File: src/rtl/dsp48a1_pkg.sv
// Shared constants and types for the DSP48A1 slice model.
package dsp48a1_pkg;

  localparam int P_W = 48;
  localparam int M_W = 36;
  localparam int OPM_SUB_BIT = 7;

  localparam logic [1:0] X_ZERO = 2'b00;
  localparam logic [1:0] X_M    = 2'b01;
  localparam logic [1:0] X_P    = 2'b10;
  localparam logic [1:0] X_DAB  = 2'b11;

  localparam logic [1:0] Z_ZERO = 2'b00;
  localparam logic [1:0] Z_PCIN = 2'b01;
  localparam logic [1:0] Z_P    = 2'b10;
  localparam logic [1:0] Z_C    = 2'b11;

  // Post-adder result: 48-bit sum plus carry/borrow out of bit 47.
  typedef struct packed {
    logic           co;
    logic [P_W-1:0] sum;
  } add_res_t;

endpackage

File: src/rtl/dsp48a1_post_adder_if.sv
// Operand/result bundle between the M stage and the post-adder.
interface dsp48a1_post_adder_if;
  import dsp48a1_pkg::*;

  logic                  ce_p;
  logic                  ce_carry;
  logic [7:0]            opmode;
  logic signed [M_W-1:0] m_in;
  logic [P_W-1:0]        dab_in;
  logic [P_W-1:0]        c_in;
  logic [P_W-1:0]        pcin;
  logic                  cin;
  logic [P_W-1:0]        p;
  logic [P_W-1:0]        pcout;
  logic                  carryout;
  logic                  carryoutf;

  modport master (
    output ce_p, ce_carry, opmode, m_in, dab_in, c_in, pcin, cin,
    input  p, pcout, carryout, carryoutf
  );

  modport slave (
    input  ce_p, ce_carry, opmode, m_in, dab_in, c_in, pcin, cin,
    output p, pcout, carryout, carryoutf
  );

endinterface

File: src/rtl/dsp48a1_xz_mux.sv
// X/Z operand selection for the post-adder, including M sign-extension.
module dsp48a1_xz_mux
  import dsp48a1_pkg::*;
(
  input  logic [1:0]            x_sel_i,
  input  logic [1:0]            z_sel_i,
  input  logic signed [M_W-1:0] m_i,
  input  logic [P_W-1:0]        dab_i,
  input  logic [P_W-1:0]        c_i,
  input  logic [P_W-1:0]        pcin_i,
  input  logic [P_W-1:0]        p_fb_i,
  output logic [P_W-1:0]        x_o,
  output logic [P_W-1:0]        z_o
);

  logic signed [P_W-1:0] m_ext_w;

  assign m_ext_w = {{(P_W-M_W){m_i[M_W-1]}}, m_i};

  // X operand select
  always_comb begin
    x_o = '0;
    case (x_sel_i)
      X_ZERO:  x_o = '0;
      X_M:     x_o = m_ext_w;
      X_P:     x_o = p_fb_i;
      X_DAB:   x_o = dab_i;
      default: x_o = '0;
    endcase
  end

  // Z operand select
  always_comb begin
    z_o = '0;
    case (z_sel_i)
      Z_ZERO:  z_o = '0;
      Z_PCIN:  z_o = pcin_i;
      Z_P:     z_o = p_fb_i;
      Z_C:     z_o = c_i;
      default: z_o = '0;
    endcase
  end

endmodule

File: src/rtl/dsp48a1_post_adder.sv
// DSP48A1 post-adder/accumulator: X/Z select, add/sub with carry-in,
// optional P and CARRYOUT registers, P feedback and PCOUT cascade.
module dsp48a1_post_adder
  import dsp48a1_pkg::*;
#(
  parameter bit PREG        = 1'b1,
  parameter bit CARRYOUTREG = 1'b1
) (
  input logic                  clk,
  input logic                  rst,
  dsp48a1_post_adder_if.slave  bus
);

  logic [P_W-1:0] x_w;
  logic [P_W-1:0] z_w;
  logic [P_W-1:0] p_fb_w;
  logic [P_W-1:0] p_d;
  logic           co_d;
  logic [P_W-1:0] p_out_w;
  logic           co_out_w;
  add_res_t       res_w;
  logic           unused_opm_w;

  // 49-bit unsigned add/subtract; on subtract the top bit is the borrow.
  function automatic add_res_t post_add(input logic           sub_i,
                                        input logic [P_W-1:0] z_i,
                                        input logic [P_W-1:0] x_i,
                                        input logic           cin_i);
    logic [P_W:0] xc;
    logic [P_W:0] r;
    xc = {1'b0, x_i} + {{P_W{1'b0}}, cin_i};
    if (sub_i) r = {1'b0, z_i} - xc;
    else       r = {1'b0, z_i} + xc;
    post_add = add_res_t'(r);
  endfunction

  assign unused_opm_w = ^bus.opmode[6:4];

  dsp48a1_xz_mux u_xz_mux (
    .x_sel_i (bus.opmode[1:0]),
    .z_sel_i (bus.opmode[3:2]),
    .m_i     (bus.m_in),
    .dab_i   (bus.dab_in),
    .c_i     (bus.c_in),
    .pcin_i  (bus.pcin),
    .p_fb_i  (p_fb_w),
    .x_o     (x_w),
    .z_o     (z_w)
  );

  assign res_w = post_add(bus.opmode[OPM_SUB_BIT], z_w, x_w, bus.cin);
  assign p_d   = res_w.sum;
  assign co_d  = res_w.co;

  // ---- stage boundary: operands -> P / CARRYOUT ----
  generate
    if (PREG) begin : g_preg
      logic [P_W-1:0] p_q;

      // P register: reset dominates the clock enable
      always_ff @(posedge clk) begin
        if (rst)           p_q <= '0;
        else if (bus.ce_p) p_q <= p_d;
      end

      assign p_out_w = p_q;
      assign p_fb_w  = p_q;
    end else begin : g_pcomb
      assign p_out_w = p_d;
      assign p_fb_w  = '0;

      // Feedback has no source without the P register; flag its selection
      always @(posedge clk) begin
        if (!rst && (bus.opmode[1:0] == X_P || bus.opmode[3:2] == Z_P))
          $error("dsp48a1_post_adder: P feedback selected with PREG=0");
      end
    end

    if (CARRYOUTREG) begin : g_coreg
      logic co_q;

      // CARRYOUT register: may hold a stale value while P keeps updating
      always_ff @(posedge clk) begin
        if (rst)               co_q <= 1'b0;
        else if (bus.ce_carry) co_q <= co_d;
      end

      assign co_out_w = co_q;
    end else begin : g_cocomb
      assign co_out_w = co_d;
    end
  endgenerate

  assign bus.p         = p_out_w;
  assign bus.pcout     = p_out_w;
  assign bus.carryout  = co_out_w;
  assign bus.carryoutf = co_out_w;

endmodule

File: src/flat_wrapper.sv
// flat-port wrapper written by rule: the top's interface ports become plain ports
module dsp48a1_post_adder_flat import dsp48a1_pkg::*;
#(
  parameter bit PREG        = 1'b1,
  parameter bit CARRYOUTREG = 1'b1
)
  (clk, rst, bus_ce_p, bus_ce_carry, bus_opmode, bus_m_in, bus_dab_in, bus_c_in, bus_pcin, bus_cin, bus_p, bus_pcout, bus_carryout, bus_carryoutf);
  dsp48a1_post_adder_if bus_i ();
  input logic clk;
  input logic rst;
  input wire logic [$bits(bus_i.ce_p)-1:0] bus_ce_p;
  input wire logic [$bits(bus_i.ce_carry)-1:0] bus_ce_carry;
  input wire logic [$bits(bus_i.opmode)-1:0] bus_opmode;
  input wire logic [$bits(bus_i.m_in)-1:0] bus_m_in;
  input wire logic [$bits(bus_i.dab_in)-1:0] bus_dab_in;
  input wire logic [$bits(bus_i.c_in)-1:0] bus_c_in;
  input wire logic [$bits(bus_i.pcin)-1:0] bus_pcin;
  input wire logic [$bits(bus_i.cin)-1:0] bus_cin;
  output wire logic [$bits(bus_i.p)-1:0] bus_p;
  output wire logic [$bits(bus_i.pcout)-1:0] bus_pcout;
  output wire logic [$bits(bus_i.carryout)-1:0] bus_carryout;
  output wire logic [$bits(bus_i.carryoutf)-1:0] bus_carryoutf;
  assign bus_i.ce_p = bus_ce_p;
  assign bus_i.ce_carry = bus_ce_carry;
  assign bus_i.opmode = bus_opmode;
  assign bus_i.m_in = bus_m_in;
  assign bus_i.dab_in = bus_dab_in;
  assign bus_i.c_in = bus_c_in;
  assign bus_i.pcin = bus_pcin;
  assign bus_i.cin = bus_cin;
  assign bus_p = bus_i.p;
  assign bus_pcout = bus_i.pcout;
  assign bus_carryout = bus_i.carryout;
  assign bus_carryoutf = bus_i.carryoutf;
  dsp48a1_post_adder #(.PREG(PREG), .CARRYOUTREG(CARRYOUTREG)) u_core (.clk(clk), .rst(rst), .bus(bus_i));
endmodule
File: config.mk
export PLATFORM = sky130hd
export DESIGN_NAME = dsp48a1_post_adder_flat
export DESIGN_NICKNAME = d
export VERILOG_FILES = /design/src/rtl/dsp48a1_pkg.sv /design/src/rtl/dsp48a1_post_adder_if.sv /design/src/rtl/dsp48a1_xz_mux.sv /design/src/rtl/dsp48a1_post_adder.sv /design/src/flat_wrapper.sv
export SDC_FILE = /design/constraint.sdc
export NUM_CORES = 1
export LEC_CHECK = 0
export CAP_MARGIN = 20
export CORE_ASPECT_RATIO = 1.2
export CORE_MARGIN = 2
export CORE_UTILIZATION = 45
export DETAILED_ROUTE_END_ITERATION = 7
export GPL_TIMING_DRIVEN = 0
export PLACE_DENSITY = 0.78
export SETUP_SLACK_MARGIN = 0.05
export SLEW_MARGIN = 20
export SYNTH_ARGS = -nofsm -noshare
export SYNTH_HDL_FRONTEND = slang
export SYNTH_HIERARCHICAL = 1
export SYNTH_SLANG_ARGS = --single-unit
File: constraint.sdc
create_clock -name clk -period 8 [get_ports clk]
set_input_delay 1.2 -clock clk [delete_from_list [all_inputs] [get_ports clk]]
set_output_delay 1.2 -clock clk [all_outputs]
set_load 0.005 [all_outputs]
==> out/qor_table.md <==
| Item | Reported |
|---|---|
| Post-synthesis area per instance | 7.92 µm² |
| Clk slew on worst S/H paths | 70 ps |
| Worst Setup End Kind | flip-flop |
| Last weighted congestion value of the routability-driven placer | 0.949 |
| Clock tree from TritonCTS | done |
| Initial DRT Pass Iterations | 5 |
| Share of cells above drive strength 1 | 0.152 |
| X dimension of the die | 136 µm |
| Upper clock frequency limit | 132 MHz |
| Post-CTS repair timing setup buffer count | 0 |
| Start point of the critical path | bus_opmode[1] |
| Setup repair after global routing missed its margin | no |
| Synth top area cells | dfxtp_1 10%, a22o_1 9.0%, mux2_2 8.6% |
| Delay of the slowest critical-path stage | 520 ps |
| Final layout net count | 1,726 |
| Category of cells accounting for the largest share of critical-path delay | AND-OR/OR-AND gates |
| Share of the core filled with cells | 0.632 |
| Depth of the worst register-to-register path | 25 |
| Count of library flops with an enable pin | 0 |
| Via density | 5.91 |
| Combined global-route utilization of all metal layers | 0.298 |
| Number of sinks driven by the clock tree | 49 |
| Fraction of registers with async set or reset after synthesis | 0 |
| Reported leakage power | 5.33 nW |
| Clock period minus final worst setup slack | 7590 ps |
| Syn Std Cell Area | 9410 µm² |
| Total detailed-routing wirelength | 34.4 mm |
| Wire length of the first global-routing pass | 52.1 mm |
| Flop and latch count out of synthesis | 49 |
| Destination of the worst register-to-register timing path | u_core/bus.p[47]$_SDFFE_PP0P_ |
| Fin Hold WS | 531 ps |
| Post-detailed-route DRC marker count | 0 |
| Height of the die | 162 µm |
| Critical path launch point type | input pin |
| Number of standard cells in the layout, taps in and fillers out | 1,746 |
| Final hold vios | 0 |
| Final clock period utilization by the worst path | 0.949 |
| Tally of buffers added on design ports | 286 |
| Floorplan core density | 0.461 |
| Buffer and inverter count on the worst path | 7 |
| Synthesis-to-layout area growth | 37.0% |
| Number of cells in the yosys synthesis report | 1,188 |
| Final Max Tran Viols | 0 |
| Critical path's slowest cell | clkdlybuf4s50_1 |
| Clock Path Buffers | 2 |
| Hold Path Class | flip-flop to flip-flop |
| Final non-filler cell area | 12,900 µm² |
| Die Area | 22,100 µm² |
| Final worst clock skew | 9.27 ps |
| CTS root buf | clkbuf_16 |
| Ys flop type | dfxtp_1 |
| Post-DP Area | 12,600 µm² |
| Setup violators final | 0 |
| Source-to-sink clock delay at the later pin of the worst-skew pair | 310 ps |
| Number of ports placed on the die boundary | 291 |
| Outcome | complete, no violations |
| Tool warning count | 30 |
| Data arrival time of the critical path | 7770 ps |
| Relative slew slack | 0.253 |
| Power per cell area | 155 nW/µm² |
| Pin count of the biggest net entering global routing | 15 |
| Warnings from Yosys | 6 |
| Slew at the pin with the worst max-slew slack | 1120 ps |
| Number of inserted diodes | 0 |
| Sum of internal, switching and leakage power | 1.99 mW |
| Data required, critical path | 8170 ps |
| Beginning of the worst hold path | u_core/bus.p[41]$_SDFFE_PP0P_ |
| Num rows | 57 |
| Via count | 10.3k |
| Wire length per cell after detailed routing | 19.7 µm |
| Portion of synthesized cell area occupied by the leading cell type | 0.104 |
| Setup CP Type | input pin to flip-flop |
| Sequential element share of the synthesized area | 0.104 |
| Antenna-violating nets left | 0 |
| Reg2Reg Launch Point | u_core/bus.p[0]$_SDFFE_PP0P_ |
| H-tree levels | 2 |
| Reg-to-reg setup timing slack | 1950 ps |
| Total clock buffers created by CTS | 5 |
| Post-synthesis instance total | 1,188 |
| Cell accounting for the most synthesized area | dfxtp_1 |
| Largest fanout on the critical path | 10 |
| Hold Crit Endpoint | u_core/bus.p[41]$_SDFFE_PP0P_ |
| Net count entering floorplan | 1,434 |
| Detailed placer's ending HPWL | 27.4 mm |
| Summed standard-cell area reported by yosys | 9410 µm² |
cell type report:
type | instances | area (µm²) | share of cell area
multi-input cells | 998 | 7720 | 0.599
repair buffers | 286 | 2860 | 0.222
flip-flops and latches | 49 | 981 | 0.0761
plain buffers | 121 | 746 | 0.0579
well taps | 265 | 332 | 0.0257
clock buffers | 7 | 143 | 0.0111
inverters | 19 | 71.3 | 0.00553
clock inverters | 1 | 30.0 | 0.00233
cell families after synthesis:
family,synth area share
xor gates and xnor gates,0.125
buffers and inverters,0.0861
muxes,0.162
and+or+nand+nor,0.206
adders and majority gates,0.0713
DFF,0.104
AOI/OAI and AO/OA,0.246
tightest hold or removal path, cell delays in order, from the launching register on:
cell and delay [ps]:
dfxtp_1 360, nand2_1 70, o21ai_0 60
stage by stage:
stage,setup WS [ps],setup TNS (ps)
floorplan,1490,0
global placement,-332,-1350
detailed placement,-376,-1790
CTS,62.7,0
global route,51.1,0
finish,405,0
worst max-delay path by stage:
stage                                          to  slack (ps)  cells past startpoint
floorplan           u_core/bus.p[42]$_SDFFE_PP0P_        1490                     26
finish              u_core/bus.p[47]$_SDFFE_PP0P_         410                     27
detailed placement  u_core/bus.p[47]$_SDFFE_PP0P_        -380                     28
global route        u_core/bus.p[42]$_SDFFE_PP0P_          50                     26
global placement    u_core/bus.p[47]$_SDFFE_PP0P_        -330                     28
CTS                 u_core/bus.p[47]$_SDFFE_PP0P_          60                     27
cell usage after synthesis (all sizes together) (33+ instances only):
cell	instances
ha	52
xor2	60
mux2i	34
a22o	97
buf	88
a21oi	66
dfxtp	49
mux2	98
nand3	33
o21ai	45
clkbuf	34
xnor2	73
nand2	65
nor2	97
state kept, by name (all words and copies together) (netlist names):
register and flops:
u_core/bus.carryout 1, u_core/bus.p 48
routing by layer:
layer  track usage  up-vias  wire, µm
li1              -     4960         -
met4         0.118        0      1150
met5             0        -         0
met1         0.368     4819     13900
met2         0.514      464     16600
met3        0.0495       68      2820
where the power goes:
part / internal [mW] / switching, mW / total [mW]
clock network: 0.157 / 0.105 / 0.261
logic: 0.726 / 0.633 / 1.36
registers: 0.298 / 0.0759 / 0.374
total: 1.18 / 0.813 / 1.99
layout by cell type, fill, tap and decap left out, types with 10 or more instances in the layout:
master | synthesis | routed
nor2_1 | 96 | 93
and3_1 | 21 | 19
a31oi_1 | 19 | 17
xnor2_1 | 72 | 72
a21oi_1 | 65 | 64
nand4_1 | 20 | 20
buf_4 | 56 | 56
and4_1 | 15 | 15
o21ai_0 | 42 | 41
nand3_1 | 33 | 31
a21o_1 | 17 | 17
dfxtp_1 | 49 | 49
clkbuf_1 | 34 | 34
clkdlybuf4s50_1 | 0 | 286
inv_1 | 19 | 19
buf_2 | 20 | 17
a22o_1 | 97 | 96
xor2_1 | 60 | 60
a211oi_1 | 12 | 11
nor3_1 | 12 | 10
nand2b_1 | 19 | 19
nor2b_1 | 13 | 13
and2_1 | 14 | 14
ha_1 | 52 | 52
mux2_4 | 20 | 20
mux2_2 | 72 | 72
mux2i_1 | 34 | 34
nand2_1 | 65 | 65
what timing repair did:
item	in CTS	in global routing
gates cloned	0	0
setup endpoints to repair	3	14
resized	3	25
Figure 1. The metal 1 layer.
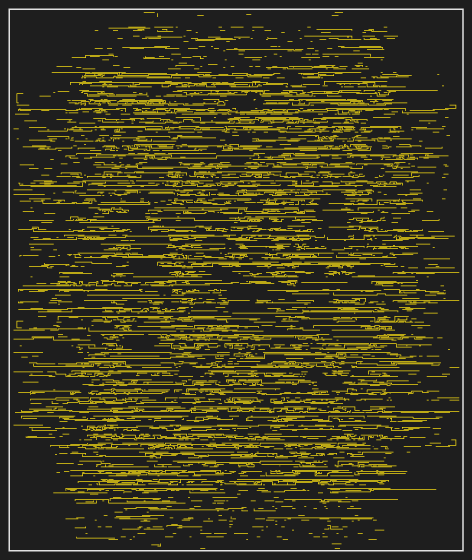
share of all routed wire: 40%
longest straight run: 45.5 µm
main direction: horizontal
nets with wire on the layer: 1,533

Figure 2. Metal 3.
Bar = 50 µm.
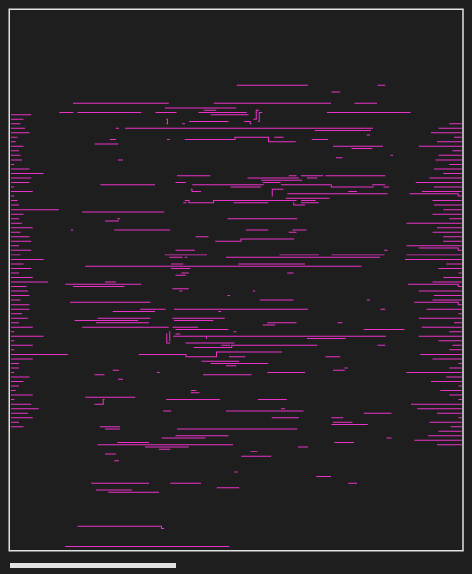
share of all routed wire: 8.2%
nets with wire on the layer: 263
longest straight run: 82.8 µm
wire length on this layer: 2,820 µm
main direction: horizontal

Power is estimated from default activity; no workload was simulated.
